**Cells by drive strength**

Scale bar: 20 µm.
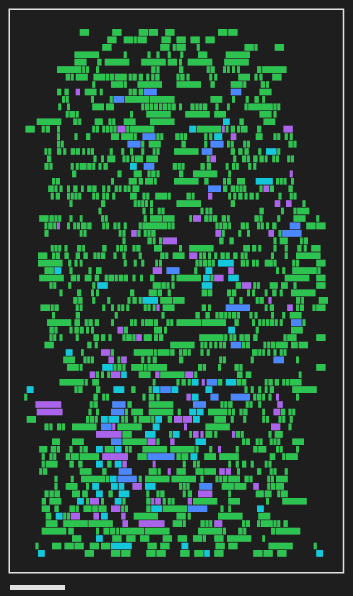
**Where the registers sit**

Scale bar: 20 µm. Other sequential cells in the stronger gray, the rest of the logic in the fainter gray.
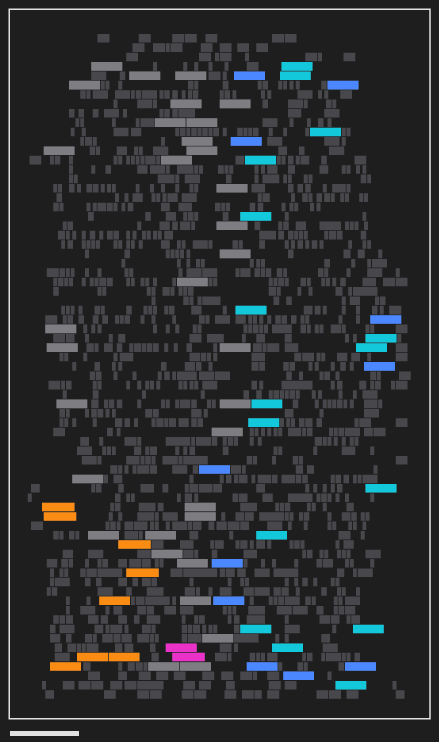
**Cell outlines without signal wires**

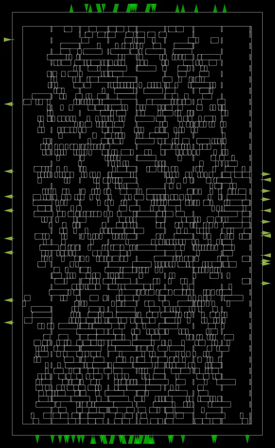
==> config.mk <==
export PLATFORM = sky130hd
export DESIGN_NAME = somador_compra_param_flat
export DESIGN_NICKNAME = d
export VERILOG_FILES = /design/src/rtl/somador_pkg.sv /design/src/rtl/somador_compra_param_if.sv /design/src/rtl/acumulador_sat.sv /design/src/rtl/somador_compra_param.sv /design/src/flat_wrapper.sv
export SDC_FILE = /design/constraint.sdc
export NUM_CORES = 1
export LEC_CHECK = 0
export ABC_AREA = 1
export CAP_MARGIN = 25
export CELL_PAD_IN_SITES_DETAIL_PLACEMENT = 0
export CELL_PAD_IN_SITES_GLOBAL_PLACEMENT = 2
export CORE_ASPECT_RATIO = 1.75
export CORE_MARGIN = 5
export CORE_UTILIZATION = 33
export CTS_BUF_LIST = sky130_fd_sc_hd__clkbuf_8
export DETAILED_ROUTE_END_ITERATION = 10
export GPL_TIMING_DRIVEN = 0
export PLACE_DENSITY = 0.88
export SKIP_CTS_REPAIR_TIMING = 1
export SLEW_MARGIN = 20
export SYNTH_ARGS = -nofsm -noshare
export SYNTH_HDL_FRONTEND = slang
export SYNTH_SLANG_ARGS = --single-unit
==> constraint.sdc <==
create_clock -name clk -period 3.4 [get_ports clk]
set_input_delay 0.34 -clock clk [delete_from_list [all_inputs] [get_ports clk]]
set_output_delay 0.34 -clock clk [all_outputs]
set_load 0.01 [all_outputs]
==> src/rtl/somador_pkg.sv <==
// Shared types and default widths for the checkout accumulator.
package somador_pkg;

  typedef enum logic [1:0] {
    ACUM  = 2'd0,
    FECHO = 2'd1,
    TALAO = 2'd2
  } estado_t;

  typedef enum logic [1:0] {
    OP_NONE = 2'd0,
    OP_ADD  = 2'd1,
    OP_SUB  = 2'd2,
    OP_CLR  = 2'd3
  } acc_op_t;

  localparam int PRICE_W_DEF   = 11;
  localparam int WEIGHT_W_DEF  = 11;
  localparam int SUM_W_DEF     = 16;
  localparam int CNT_W_DEF     = 8;
  localparam int MAX_ITEMS_DEF = 255;
  localparam int TAX_W_DEF     = 5;
  localparam int TAX_VALUE_DEF = 5;

endpackage

==> src/rtl/somador_compra_param_if.sv <==
// Item/receipt bus between the scale front-end, the accumulator and the receipt emitter.
interface somador_compra_param_if
  import somador_pkg::*;
#(
  parameter int PRICE_W  = PRICE_W_DEF,
  parameter int WEIGHT_W = WEIGHT_W_DEF,
  parameter int SUM_W    = SUM_W_DEF,
  parameter int CNT_W    = CNT_W_DEF,
  parameter int TAX_W    = TAX_W_DEF
);
  logic                item_valid;
  logic                item_ready;
  logic [PRICE_W-1:0]  preco_produto;
  logic [WEIGHT_W-1:0] peso_produto;
  logic                estorno;
  logic                taxa;
  logic                fim_compra;
  logic                talao_ready;
  logic [SUM_W-1:0]    soma_final;
  logic [SUM_W-1:0]    soma_peso;
  logic [CNT_W-1:0]    n_itens;
  logic [TAX_W-1:0]    valor_taxa;
  logic                emissao_talao;
  logic                overflow;
  logic                ocupado;

  modport master (
    output item_valid, preco_produto, peso_produto, estorno, taxa, fim_compra, talao_ready,
    input  item_ready, soma_final, soma_peso, n_itens, valor_taxa, emissao_talao, overflow, ocupado
  );

  modport slave (
    input  item_valid, preco_produto, peso_produto, estorno, taxa, fim_compra, talao_ready,
    output item_ready, soma_final, soma_peso, n_itens, valor_taxa, emissao_talao, overflow, ocupado
  );
endinterface

==> src/rtl/acumulador_sat.sv <==
// Saturating accumulator register: add (clamps at all-ones), subtract (floors at 0), clear.
// sat is a same-cycle flag raised when an add clamps.
module acumulador_sat
  import somador_pkg::*;
#(
  parameter int W = SUM_W_DEF
) (
  input  logic         clk,
  input  logic         rst,
  input  acc_op_t      op,
  input  logic [W-1:0] operando,
  output logic [W-1:0] valor,
  output logic         sat
);
  logic [W-1:0] valor_q, valor_d;
  logic [W:0]   soma_s;

  always_comb begin
    soma_s  = {1'b0, valor_q} + {1'b0, operando};
    valor_d = valor_q;
    sat     = 1'b0;
    case (op)
      OP_ADD: begin
        if (soma_s[W]) begin
          valor_d = '1;
          sat     = 1'b1;
        end else begin
          valor_d = soma_s[W-1:0];
        end
      end
      OP_SUB: begin
        if (operando > valor_q) begin
          valor_d = '0;
        end else begin
          valor_d = valor_q - operando;
        end
      end
      OP_CLR:  valor_d = '0;
      default: valor_d = valor_q;
    endcase
  end

  always_ff @(posedge clk or posedge rst) begin
    if (rst) valor_q <= '0;
    else     valor_q <= valor_d;
  end

  assign valor = valor_q;
endmodule

==> src/rtl/somador_compra_param.sv <==
// Checkout accumulator: sums accepted items, supports one-level void and a fixed fee,
// then holds the closed totals for the receipt emitter until it handshakes.
module somador_compra_param
  import somador_pkg::*;
#(
  parameter int PRICE_W   = PRICE_W_DEF,
  parameter int WEIGHT_W  = WEIGHT_W_DEF,
  parameter int SUM_W     = SUM_W_DEF,
  parameter int CNT_W     = CNT_W_DEF,
  parameter int MAX_ITEMS = MAX_ITEMS_DEF,
  parameter int TAX_W     = TAX_W_DEF,
  parameter int TAX_VALUE = TAX_VALUE_DEF
) (
  input logic clk,
  input logic rst,
  somador_compra_param_if.slave bus
);
  estado_t             estado_q, estado_d;
  logic [CNT_W-1:0]    cnt_q, cnt_d;
  logic                ovf_q, ovf_d;
  logic                taxa_q, taxa_d;
  logic                last_valid_q, last_valid_d;
  logic [PRICE_W-1:0]  last_preco_q, last_preco_d;
  logic [WEIGHT_W-1:0] last_peso_q, last_peso_d;
  logic [TAX_W-1:0]    valor_taxa_q, valor_taxa_d;
  logic                emissao_q, emissao_d;
  logic                ocupado_q, ocupado_d;

  acc_op_t          op_preco_s, op_peso_s;
  logic [SUM_W-1:0] opnd_preco_s, opnd_peso_s;
  logic [SUM_W-1:0] soma_preco_s, soma_peso_s;
  logic             sat_preco_s, sat_peso_s;
  logic             item_ready_s, aceita_s, estorno_ok_s, limpa_s;

  acumulador_sat #(.W(SUM_W)) u_acc_preco (
    .clk(clk), .rst(rst), .op(op_preco_s), .operando(opnd_preco_s),
    .valor(soma_preco_s), .sat(sat_preco_s)
  );

  acumulador_sat #(.W(SUM_W)) u_acc_peso (
    .clk(clk), .rst(rst), .op(op_peso_s), .operando(opnd_peso_s),
    .valor(soma_peso_s), .sat(sat_peso_s)
  );

  always_comb begin
    estado_d     = estado_q;
    cnt_d        = cnt_q;
    taxa_d       = taxa_q;
    last_valid_d = last_valid_q;
    last_preco_d = last_preco_q;
    last_peso_d  = last_peso_q;
    valor_taxa_d = valor_taxa_q;
    op_preco_s   = OP_NONE;
    op_peso_s    = OP_NONE;
    opnd_preco_s = '0;
    opnd_peso_s  = '0;
    item_ready_s = 1'b0;
    aceita_s     = 1'b0;
    estorno_ok_s = 1'b0;
    limpa_s      = 1'b0;
    case (estado_q)
      ACUM: begin
        item_ready_s = (cnt_q < CNT_W'(MAX_ITEMS)) && !bus.estorno;
        aceita_s     = bus.item_valid && item_ready_s;
        // A saturated sum cannot be undone exactly, so the void is refused once overflow is set.
        estorno_ok_s = bus.estorno && last_valid_q && !ovf_q;
        if (bus.taxa) taxa_d = 1'b1;
        else          taxa_d = taxa_q;
        if (estorno_ok_s) begin
          op_preco_s   = OP_SUB;
          op_peso_s    = OP_SUB;
          opnd_preco_s = SUM_W'(last_preco_q);
          opnd_peso_s  = SUM_W'(last_peso_q);
          cnt_d        = cnt_q - CNT_W'(1);
          last_valid_d = 1'b0;
        end else if (aceita_s) begin
          op_preco_s   = OP_ADD;
          op_peso_s    = OP_ADD;
          opnd_preco_s = SUM_W'(bus.preco_produto);
          opnd_peso_s  = SUM_W'(bus.peso_produto);
          cnt_d        = cnt_q + CNT_W'(1);
          last_preco_d = bus.preco_produto;
          last_peso_d  = bus.peso_produto;
          last_valid_d = 1'b1;
        end else begin
          op_preco_s = OP_NONE;
          op_peso_s  = OP_NONE;
        end
        if (bus.fim_compra && ((cnt_q != '0) || aceita_s)) estado_d = FECHO;
        else                                               estado_d = ACUM;
      end
      FECHO: begin
        // The fee is folded into the price accumulator so soma_final carries the total in TALAO.
        op_preco_s   = OP_ADD;
        opnd_preco_s = taxa_q ? SUM_W'(TAX_VALUE) : '0;
        valor_taxa_d = taxa_q ? TAX_W'(TAX_VALUE) : '0;
        estado_d     = TALAO;
      end
      TALAO: begin
        if (bus.talao_ready) begin
          limpa_s      = 1'b1;
          op_preco_s   = OP_CLR;
          op_peso_s    = OP_CLR;
          cnt_d        = '0;
          valor_taxa_d = '0;
          taxa_d       = 1'b0;
          last_valid_d = 1'b0;
          estado_d     = ACUM;
        end else begin
          estado_d = TALAO;
        end
      end
      default: estado_d = ACUM;
    endcase
    emissao_d = (estado_d == TALAO);
    ocupado_d = (estado_d != ACUM);
  end

  always_comb begin
    if (limpa_s) ovf_d = 1'b0;
    else         ovf_d = ovf_q | sat_preco_s | sat_peso_s;
  end

  always_ff @(posedge clk or posedge rst) begin
    if (rst) begin
      estado_q     <= ACUM;
      cnt_q        <= '0;
      ovf_q        <= 1'b0;
      taxa_q       <= 1'b0;
      last_valid_q <= 1'b0;
      last_preco_q <= '0;
      last_peso_q  <= '0;
      valor_taxa_q <= '0;
      emissao_q    <= 1'b0;
      ocupado_q    <= 1'b0;
    end else begin
      estado_q     <= estado_d;
      cnt_q        <= cnt_d;
      ovf_q        <= ovf_d;
      taxa_q       <= taxa_d;
      last_valid_q <= last_valid_d;
      last_preco_q <= last_preco_d;
      last_peso_q  <= last_peso_d;
      valor_taxa_q <= valor_taxa_d;
      emissao_q    <= emissao_d;
      ocupado_q    <= ocupado_d;
    end
  end

  assign bus.item_ready    = item_ready_s;
  assign bus.soma_final    = soma_preco_s;
  assign bus.soma_peso     = soma_peso_s;
  assign bus.n_itens       = cnt_q;
  assign bus.valor_taxa    = valor_taxa_q;
  assign bus.emissao_talao = emissao_q;
  assign bus.overflow      = ovf_q;
  assign bus.ocupado       = ocupado_q;
endmodule

==> src/flat_wrapper.sv <==
// flat-port wrapper written by rule: the top's interface ports become plain ports
module somador_compra_param_flat import somador_pkg::*;
#(
  parameter int PRICE_W   = PRICE_W_DEF,
  parameter int WEIGHT_W  = WEIGHT_W_DEF,
  parameter int SUM_W     = SUM_W_DEF,
  parameter int CNT_W     = CNT_W_DEF,
  parameter int MAX_ITEMS = MAX_ITEMS_DEF,
  parameter int TAX_W     = TAX_W_DEF,
  parameter int TAX_VALUE = TAX_VALUE_DEF
)
  (clk, rst, bus_item_valid, bus_preco_produto, bus_peso_produto, bus_estorno, bus_taxa, bus_fim_compra, bus_talao_ready, bus_item_ready, bus_soma_final, bus_soma_peso, bus_n_itens, bus_valor_taxa, bus_emissao_talao, bus_overflow, bus_ocupado);
  somador_compra_param_if #(.PRICE_W(PRICE_W), .WEIGHT_W(WEIGHT_W), .SUM_W(SUM_W), .CNT_W(CNT_W), .TAX_W(TAX_W)) bus_i ();
  input logic clk;
  input logic rst;
  input wire logic [$bits(bus_i.item_valid)-1:0] bus_item_valid;
  input wire logic [$bits(bus_i.preco_produto)-1:0] bus_preco_produto;
  input wire logic [$bits(bus_i.peso_produto)-1:0] bus_peso_produto;
  input wire logic [$bits(bus_i.estorno)-1:0] bus_estorno;
  input wire logic [$bits(bus_i.taxa)-1:0] bus_taxa;
  input wire logic [$bits(bus_i.fim_compra)-1:0] bus_fim_compra;
  input wire logic [$bits(bus_i.talao_ready)-1:0] bus_talao_ready;
  output wire logic [$bits(bus_i.item_ready)-1:0] bus_item_ready;
  output wire logic [$bits(bus_i.soma_final)-1:0] bus_soma_final;
  output wire logic [$bits(bus_i.soma_peso)-1:0] bus_soma_peso;
  output wire logic [$bits(bus_i.n_itens)-1:0] bus_n_itens;
  output wire logic [$bits(bus_i.valor_taxa)-1:0] bus_valor_taxa;
  output wire logic [$bits(bus_i.emissao_talao)-1:0] bus_emissao_talao;
  output wire logic [$bits(bus_i.overflow)-1:0] bus_overflow;
  output wire logic [$bits(bus_i.ocupado)-1:0] bus_ocupado;
  assign bus_i.item_valid = bus_item_valid;
  assign bus_i.preco_produto = bus_preco_produto;
  assign bus_i.peso_produto = bus_peso_produto;
  assign bus_i.estorno = bus_estorno;
  assign bus_i.taxa = bus_taxa;
  assign bus_i.fim_compra = bus_fim_compra;
  assign bus_i.talao_ready = bus_talao_ready;
  assign bus_item_ready = bus_i.item_ready;
  assign bus_soma_final = bus_i.soma_final;
  assign bus_soma_peso = bus_i.soma_peso;
  assign bus_n_itens = bus_i.n_itens;
  assign bus_valor_taxa = bus_i.valor_taxa;
  assign bus_emissao_talao = bus_i.emissao_talao;
  assign bus_overflow = bus_i.overflow;
  assign bus_ocupado = bus_i.ocupado;
  somador_compra_param #(.PRICE_W(PRICE_W), .WEIGHT_W(WEIGHT_W), .SUM_W(SUM_W), .CNT_W(CNT_W), .MAX_ITEMS(MAX_ITEMS), .TAX_W(TAX_W), .TAX_VALUE(TAX_VALUE)) u_core (.clk(clk), .rst(rst), .bus(bus_i));
endmodule
==> ds_physical_params.txt <==
Table: implementation figures

Parameter                              Value

Drt
  Remaining routing DRC violations    0
  DR iter-0 viols    between 300 and 400
  Count of TritonRoute iterations in the first routing pass    5

Power and ir drop
  Leakage power figure    roughly 4.8 nW
  Logic gate share of total power    between 70% and 80%

Timing
  RSZ-0062 raised after global routing    yes
  Setup-failing EPs final    0
  Slew HR    a little over half

CTS
  # clock sinks    approximately 70
  Clock tree from TritonCTS    built

Synth
  Count of unique library cells instantiated by Yosys    49
  Avg Inst Size Synth    roughly 6.5 µm²
  Count of flip-flops with a built-in enable after synthesis    0
  Dominant register cell    dfrtp_1
  Most common cell in the netlist    nand2_1
  Number of cells in the yosys synthesis report    1102
  Library cell occupying the most area in the post-synthesis netlist    dfrtp_1
  Sequential area share after synthesis    between 20% and 30%

Finish
  Cell area after layout    ~8800 µm²
  Number of diodes    0
  Inverters, non-clock    between 150 and 200

GRT
  Antenna violations before repair    0
  Met2 Resource Use GR    a little over two fifths

Setup path
  Count of buffering cells on the critical path with inverters included    4
  Data required time of the critical path    approximately 3.7 ns
  Largest driver fanout on the critical path    10
  Worst reg-to-reg path cell count    20
  Worst setup path class    register to register

Placed design
  Port bufs    around 74
  Pre-CTS WS    -0.879 ns
  Placer's final routability congestion estimate    0.916

Outcome
  Status    completed
About 'cells by drive strength':
x3 and x4: drawn in cyan, cells 60, share 4.9%, most used buf_4. x2: drawn in purple, cells 73, share 6.0%, most used inv_2. x6 and larger: drawn in blue, cells 30, share 2.5%, most used buf_6. x1 and smaller: drawn in green, cells 1058, share 87%, most used nand2_1.
least setup slack across all paths after layout: 0.102 ns
number of non-clock buffers: 134

About 'where the registers sit':
`u_core.bus.n_itens`: drawn in orange, sequential cells 8, where south-west. `u_core.u_acc_preco.valor`: drawn in cyan, sequential cells 16. `u_core.estado_q`: drawn in magenta, sequential cells 2. `u_core.last_preco_q`: drawn in blue, sequential cells 11.
sequential cell area share: 19.9%
footprint of the flip-flops and latches: 1760 µm²
Core Util, Final: 41.1%
Power Sequential: 1.62 mW

About 'cell outlines without signal wires':
number of standard cells in the final layout excluding fillers: 1513
fillcell total: 2368
placeable core region: 21500 µm²

[kinds of logic after synthesis]
group | Yosys count | share of synthesized area (%)
DFF | 70 | 24.3
other | 1 | 0.0521
adders and majority gates | 63 | 11.5
xor gates and xnor gates | 29 | 3.53
buffers and inverters | 199 | 12.6
and+or+nand+nor | 598 | 37.1
AOI/OAI and AO/OA | 142 | 10.9
[state kept, by name (all words and copies together) (netlist names)]
register and count:
u_core.bus.overflow 1, u_core.last_preco_q 11, u_core.last_peso_q 11, u_core.u_acc_peso.valor 16, u_core.taxa_q 1, u_core.bus.valor_taxa 1, u_core.estado_q 2, u_core.u_acc_preco.valor 16
u_core.bus.emissao_talao 1, u_core.bus.n_itens 8, u_core.last_valid_q 1, u_core.bus.ocupado 1
Power figures rest on the tool's default switching activity, not on a simulated workload.
